**config.mk**
```make
export PLATFORM = sky130hd
export DESIGN_NAME = cache_fill_arbiter_flat
export DESIGN_NICKNAME = d
export VERILOG_FILES = /design/src/rtl/cache_fill_arbiter_if.sv /design/src/rtl/cache_fill_arbiter.sv /design/src/flat_wrapper.sv
export SDC_FILE = /design/constraint.sdc
export NUM_CORES = 1
export LEC_CHECK = 0
export ABC_AREA = 0
export ABC_CLOCK_PERIOD_IN_PS = 6100
export CAP_MARGIN = 20
export CORE_UTILIZATION = 36
export CTS_CLUSTER_DIAMETER = 100
export DETAILED_ROUTE_END_ITERATION = 10
export GPL_TIMING_DRIVEN = 0
export PLACE_DENSITY = 0.9
export SYNTH_ARGS = -nofsm -noshare
export SYNTH_HDL_FRONTEND = slang
export SYNTH_SLANG_ARGS = --single-unit
export TNS_END_PERCENT = 100
```
**constraint.sdc**
```tcl
create_clock -name clk -period 6.1 [get_ports clk]
set_clock_uncertainty 0.2 [all_clocks]
set_input_delay 0.915 -clock clk [delete_from_list [all_inputs] [get_ports clk]]
set_output_delay 0.915 -clock clk [all_outputs]
set_load 0.005 [all_outputs]
```
**src/rtl/cache_fill_arbiter_if.sv**
```systemverilog
// Signal bundle between the fill arbiter, the I/D caches and main memory.
// The arbiter takes the slave view; the surrounding caches/memory take the master view.
interface cache_fill_arbiter_if;
    logic        icache_miss;
    logic [15:0] icache_addr;
    logic        dcache_miss;
    logic [15:0] dcache_addr;
    logic        dcache_wr;
    logic [15:0] dcache_wr_addr;
    logic [15:0] dcache_wr_data;
    logic        dcache_wr_ack;
    logic        mem_en;
    logic        mem_wr;
    logic [15:0] mem_addr;
    logic [15:0] mem_wdata;
    logic        mem_data_valid;
    logic [15:0] mem_data_out;
    logic [15:0] fill_data;
    logic [2:0]  fill_word;
    logic        fill_we_i;
    logic        fill_we_d;
    logic        fill_done_i;
    logic        fill_done_d;
    logic        busy;

    modport slave (
        input  icache_miss, icache_addr, dcache_miss, dcache_addr,
               dcache_wr, dcache_wr_addr, dcache_wr_data,
               mem_data_valid, mem_data_out,
        output dcache_wr_ack, mem_en, mem_wr, mem_addr, mem_wdata,
               fill_data, fill_word, fill_we_i, fill_we_d,
               fill_done_i, fill_done_d, busy
    );

    modport master (
        output icache_miss, icache_addr, dcache_miss, dcache_addr,
               dcache_wr, dcache_wr_addr, dcache_wr_data,
               mem_data_valid, mem_data_out,
        input  dcache_wr_ack, mem_en, mem_wr, mem_addr, mem_wdata,
               fill_data, fill_word, fill_we_i, fill_we_d,
               fill_done_i, fill_done_d, busy
    );
endinterface

```
**src/rtl/cache_fill_arbiter.sv**
```systemverilog
// Arbitrates I-cache fills, D-cache fills and D-cache write-through stores onto one
// main-memory port, streaming block fills back to the owning cache.
module cache_fill_arbiter #(
    parameter int BLOCK_WORDS  = 8,
    parameter int MAX_D_STREAK = 2
) (
    input logic                 clk,
    input logic                 rst_n,
    cache_fill_arbiter_if.slave bus
);
    localparam int CW = $clog2(BLOCK_WORDS + 1);
    localparam int SW = (MAX_D_STREAK < 1) ? 1 : $clog2(MAX_D_STREAK + 1);
    localparam logic [CW-1:0] LAST_CNT   = CW'(BLOCK_WORDS);
    localparam logic [CW-1:0] FINAL_IDX  = CW'(BLOCK_WORDS - 1);
    localparam logic [SW-1:0] STREAK_MAX = SW'(MAX_D_STREAK);

    typedef enum logic [1:0] {IDLE, FILL, DONE} state_e;

    state_e        state_q, state_d;
    logic          owner_q, owner_d;
    logic [15:0]   base_q, base_d;
    logic [CW-1:0] issue_q, issue_d;
    logic [CW-1:0] rcv_q, rcv_d;
    logic [SW-1:0] streak_q, streak_d;

    logic        iForced, grantI, grantDFill, grantWr;
    logic        issuing, rcvOk, lastWord;
    logic [15:0] missAddr;
    logic [3:0]  issueOff;

    // Once D has won MAX_D_STREAK times against a waiting I-miss, I takes the next slot.
    always_comb begin
        iForced    = bus.icache_miss && (streak_q == STREAK_MAX);
        grantI     = (state_q == IDLE) && bus.icache_miss &&
                     (iForced || (!bus.dcache_miss && !bus.dcache_wr));
        grantDFill = (state_q == IDLE) && bus.dcache_miss && !iForced;
        grantWr    = (state_q == IDLE) && bus.dcache_wr && !bus.dcache_miss && !iForced;
        missAddr   = grantDFill ? bus.dcache_addr : bus.icache_addr;
        issuing    = (state_q == FILL) && (issue_q < LAST_CNT);
        issueOff   = 4'({issue_q, 1'b0});
        rcvOk      = (state_q == FILL) && bus.mem_data_valid && (rcv_q < LAST_CNT);
        lastWord   = rcvOk && (rcv_q == FINAL_IDX);
    end

    always_ff @(posedge clk or negedge rst_n) begin
        if (!rst_n) begin
            state_q  <= IDLE;
            owner_q  <= 1'b0;
            base_q   <= '0;
            issue_q  <= '0;
            rcv_q    <= '0;
            streak_q <= '0;
        end else begin
            state_q  <= state_d;
            owner_q  <= owner_d;
            base_q   <= base_d;
            issue_q  <= issue_d;
            rcv_q    <= rcv_d;
            streak_q <= streak_d;
        end
    end

    always_comb begin
        state_d  = state_q;
        owner_d  = owner_q;
        base_d   = base_q;
        issue_d  = issue_q;
        rcv_d    = rcv_q;
        streak_d = streak_q;

        case (state_q)
            IDLE: begin
                if (grantI || grantDFill) begin
                    state_d = FILL;
                    owner_d = grantDFill;
                    base_d  = {missAddr[15:4], 4'h0};
                    issue_d = '0;
                    rcv_d   = '0;
                end
            end
            FILL: begin
                if (issuing) begin
                    issue_d = issue_q + 1'b1;
                end
                if (rcvOk) begin
                    rcv_d = rcv_q + 1'b1;
                end
                if (lastWord) begin
                    state_d = DONE;
                end
            end
            DONE:    state_d = IDLE;
            default: state_d = IDLE;
        endcase

        if (!bus.icache_miss || grantI) begin
            streak_d = '0;
        end else if ((grantDFill || grantWr) && (streak_q != STREAK_MAX)) begin
            streak_d = streak_q + 1'b1;
        end
    end

    // Outputs are gated by rst_n so they drop the instant reset asserts, even mid-cycle.
    always_comb begin
        bus.dcache_wr_ack = 1'b0;
        bus.mem_en        = 1'b0;
        bus.mem_wr        = 1'b0;
        bus.mem_addr      = '0;
        bus.mem_wdata     = '0;
        bus.fill_data     = '0;
        bus.fill_word     = '0;
        bus.fill_we_i     = 1'b0;
        bus.fill_we_d     = 1'b0;
        bus.fill_done_i   = 1'b0;
        bus.fill_done_d   = 1'b0;
        bus.busy          = 1'b0;

        if (rst_n) begin
            bus.busy = (state_q != IDLE);
            if (grantWr) begin
                bus.mem_en        = 1'b1;
                bus.mem_wr        = 1'b1;
                bus.mem_addr      = bus.dcache_wr_addr;
                bus.mem_wdata     = bus.dcache_wr_data;
                bus.dcache_wr_ack = 1'b1;
            end
            if (issuing) begin
                bus.mem_en   = 1'b1;
                bus.mem_addr = base_q | {12'h000, issueOff};
            end
            if (rcvOk) begin
                bus.fill_data   = bus.mem_data_out;
                bus.fill_word   = 3'(rcv_q);
                bus.fill_we_i   = !owner_q;
                bus.fill_we_d   = owner_q;
                bus.fill_done_i = lastWord && !owner_q;
                bus.fill_done_d = lastWord && owner_q;
            end
        end
    end
endmodule
```
**src/flat_wrapper.sv**
```systemverilog
// flat-port wrapper written by rule: the top's interface ports become plain ports
module cache_fill_arbiter_flat 
#(
    parameter int BLOCK_WORDS  = 8,
    parameter int MAX_D_STREAK = 2
)
  (clk, rst_n, bus_icache_miss, bus_icache_addr, bus_dcache_miss, bus_dcache_addr, bus_dcache_wr, bus_dcache_wr_addr, bus_dcache_wr_data, bus_mem_data_valid, bus_mem_data_out, bus_dcache_wr_ack, bus_mem_en, bus_mem_wr, bus_mem_addr, bus_mem_wdata, bus_fill_data, bus_fill_word, bus_fill_we_i, bus_fill_we_d, bus_fill_done_i, bus_fill_done_d, bus_busy);
  cache_fill_arbiter_if bus_i ();
  input logic clk;
  input logic rst_n;
  input wire logic [$bits(bus_i.icache_miss)-1:0] bus_icache_miss;
  input wire logic [$bits(bus_i.icache_addr)-1:0] bus_icache_addr;
  input wire logic [$bits(bus_i.dcache_miss)-1:0] bus_dcache_miss;
  input wire logic [$bits(bus_i.dcache_addr)-1:0] bus_dcache_addr;
  input wire logic [$bits(bus_i.dcache_wr)-1:0] bus_dcache_wr;
  input wire logic [$bits(bus_i.dcache_wr_addr)-1:0] bus_dcache_wr_addr;
  input wire logic [$bits(bus_i.dcache_wr_data)-1:0] bus_dcache_wr_data;
  input wire logic [$bits(bus_i.mem_data_valid)-1:0] bus_mem_data_valid;
  input wire logic [$bits(bus_i.mem_data_out)-1:0] bus_mem_data_out;
  output wire logic [$bits(bus_i.dcache_wr_ack)-1:0] bus_dcache_wr_ack;
  output wire logic [$bits(bus_i.mem_en)-1:0] bus_mem_en;
  output wire logic [$bits(bus_i.mem_wr)-1:0] bus_mem_wr;
  output wire logic [$bits(bus_i.mem_addr)-1:0] bus_mem_addr;
  output wire logic [$bits(bus_i.mem_wdata)-1:0] bus_mem_wdata;
  output wire logic [$bits(bus_i.fill_data)-1:0] bus_fill_data;
  output wire logic [$bits(bus_i.fill_word)-1:0] bus_fill_word;
  output wire logic [$bits(bus_i.fill_we_i)-1:0] bus_fill_we_i;
  output wire logic [$bits(bus_i.fill_we_d)-1:0] bus_fill_we_d;
  output wire logic [$bits(bus_i.fill_done_i)-1:0] bus_fill_done_i;
  output wire logic [$bits(bus_i.fill_done_d)-1:0] bus_fill_done_d;
  output wire logic [$bits(bus_i.busy)-1:0] bus_busy;
  assign bus_i.icache_miss = bus_icache_miss;
  assign bus_i.icache_addr = bus_icache_addr;
  assign bus_i.dcache_miss = bus_dcache_miss;
  assign bus_i.dcache_addr = bus_dcache_addr;
  assign bus_i.dcache_wr = bus_dcache_wr;
  assign bus_i.dcache_wr_addr = bus_dcache_wr_addr;
  assign bus_i.dcache_wr_data = bus_dcache_wr_data;
  assign bus_i.mem_data_valid = bus_mem_data_valid;
  assign bus_i.mem_data_out = bus_mem_data_out;
  assign bus_dcache_wr_ack = bus_i.dcache_wr_ack;
  assign bus_mem_en = bus_i.mem_en;
  assign bus_mem_wr = bus_i.mem_wr;
  assign bus_mem_addr = bus_i.mem_addr;
  assign bus_mem_wdata = bus_i.mem_wdata;
  assign bus_fill_data = bus_i.fill_data;
  assign bus_fill_word = bus_i.fill_word;
  assign bus_fill_we_i = bus_i.fill_we_i;
  assign bus_fill_we_d = bus_i.fill_we_d;
  assign bus_fill_done_i = bus_i.fill_done_i;
  assign bus_fill_done_d = bus_i.fill_done_d;
  assign bus_busy = bus_i.busy;
  cache_fill_arbiter #(.BLOCK_WORDS(BLOCK_WORDS), .MAX_D_STREAK(MAX_D_STREAK)) u_core (.clk(clk), .rst_n(rst_n), .bus(bus_i));
endmodule
```
==> flow_summary.toml <==
# flow metrics
[route]
dr_wl_met2_um = 2992
initialDrtViolationCount = 90
via_per_inst = 5.067
ant_nets = 0
wl_met3_um = 496
wl_um = 5907
top_signal_layer_used = "met4"
vias = 2047

[logic_synthesis]
syn_nets = 285
postSynthSeqShare_pct = 34.32
simple_gate_area_share_pct = 27.93
synth.comb.largest_family = "simple AND/OR/NAND/NOR gates"
synthAdderAreaFrac_pct = 2.059
syn_area_mm2 = 0.001823
syn_avg_cell_area_um2 = 9.301
synth_area_leader_cell = "dfrtp_1"
synth.area.top_cells = "dfrtp_1 (34%), mux2_2 (15%), and3_1 (12%), nor2b_1 (5.8%), a22oi_1 (5.8%)"
ys_sh_mux_pct = 15.37
ys.warnings.count = 0
ys_area_mm2 = 0.001823
ys.flop_type = "dfrtp_1"

[sta]
tightest_slew_ns = 0.6722
max_slew_margin_pct = 55.02
hold_violations = 0
max_freq_ghz = 0.2259
hold_ws_ns = 0.3127
rsz0062_at_grt = "false"
fin_crit_sh_pct = 72.56
setup_tns_ns = 0

[cells_and_area]
final_cells = 404
area_dominant_class = "non-clock buffers"
seq_share_pct = 18.73
lay_top_cells = "clkdlybuf4s50_1 (136), and3_1 (36), dfrtp_1 (25)"
comb_share_pct = 32.92
antenna_cells = 0
largestRegisters = "u_core.base_q (12), u_core.issue_q (4), u_core.rcv_q (4)"
inverters = 3
combGateArea_mm2 = 0.001100
finalNetCount = 427
regMostFlops = "u_core.base_q"
drive_above_1_share_pct = 11.87

[hold_path]
min_path_cells = 1
hold_start = "u_core.base_q[12]"
hold_path_class = "reg2reg"

[cts]
ctsResizeCount = 0
clk_pin_slew_ns = 0.09
cts_hold_buf = 0

[worst_setup_path]
worst-setup-path-type = "in2out"
cp_max_fo = 11
slowest_delay_ns = 0.84
r2r-start = "u_core.streak_q[0]"
startpoint_type = "primary input"
crit_required_ns = 4.98
cp_slowest_cell = "clkdlybuf4s50_1"
crit_family = "buffers and inverters"
critical_path_cell_count = 6
critPathCaptureType = "primary output"

[power_and_ir_drop]
power_density_mw_per_mm2 = 281.3
leakagePower_nw = 1.406

[grt]
met2_usage_pct = 39.61
use_met1_pct = 28.44
overflow = 0
grt.met3_usage_pct = 6.354
grt_max_degree = 17

[floorplan]
coreArea_mm2 = 0.004786
die_area_mm2 = 0.005352

[status]
status = "finished clean"

[run]
warnings = 34
drv_cap = 0
## per-stage QoR
step	worst slack, ns	instance area, µm²	power, mW	utilization (%)
2_1_floorplan	3.093	1823	0.5923	-
3_3_place_gp	1.185	3268	0.8232	68.29
3_5_place_dp	1.586	3296	0.8429	68.86
4_1_cts	1.581	3341	0.9467	69.80
5_1_grt	1.465	3341	1.020	69.80
6_report	1.674	3341	0.9396	69.80
## where the power goes
group          total (mW)  leakage (nW)  switching [mW]  internal (mW)
logic               0.540          1.08           0.231          0.309
registers           0.299         0.304          0.0562          0.243
clock network       0.100        0.0228          0.0535         0.0468
total               0.940          1.41           0.340          0.599
## worst reg2reg max path, stage by stage (launching register included)
cell and delay [ns]:
dfrtp_1 0.38, inv_1 0.05, ha_1 0.26, a21boi_0 0.39
buf_2 0.34, mux2_2 0.37, mux2_2 0.26
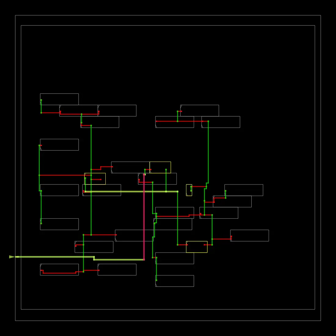
(clock nets)
Layout clock buffers: 4
Power Clock: 0.100 mW

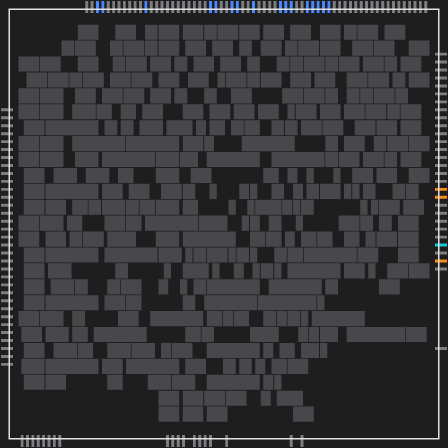
(pin placement)
Pins as bars across the die edge, other pins in grey.
bus_fill_word: shown in orange, pins 3, direction output, edge east. bus_mem_wdata: shown in blue, pins 16, direction output, edge north. bus_fill_we_i: shown in cyan, pins 1, direction output, edge east.
# port buffers: 136
Die Ht: 73.16 µm
die width: 73.16 µm

No activity file was given, so power comes from the tool's default toggle rates.
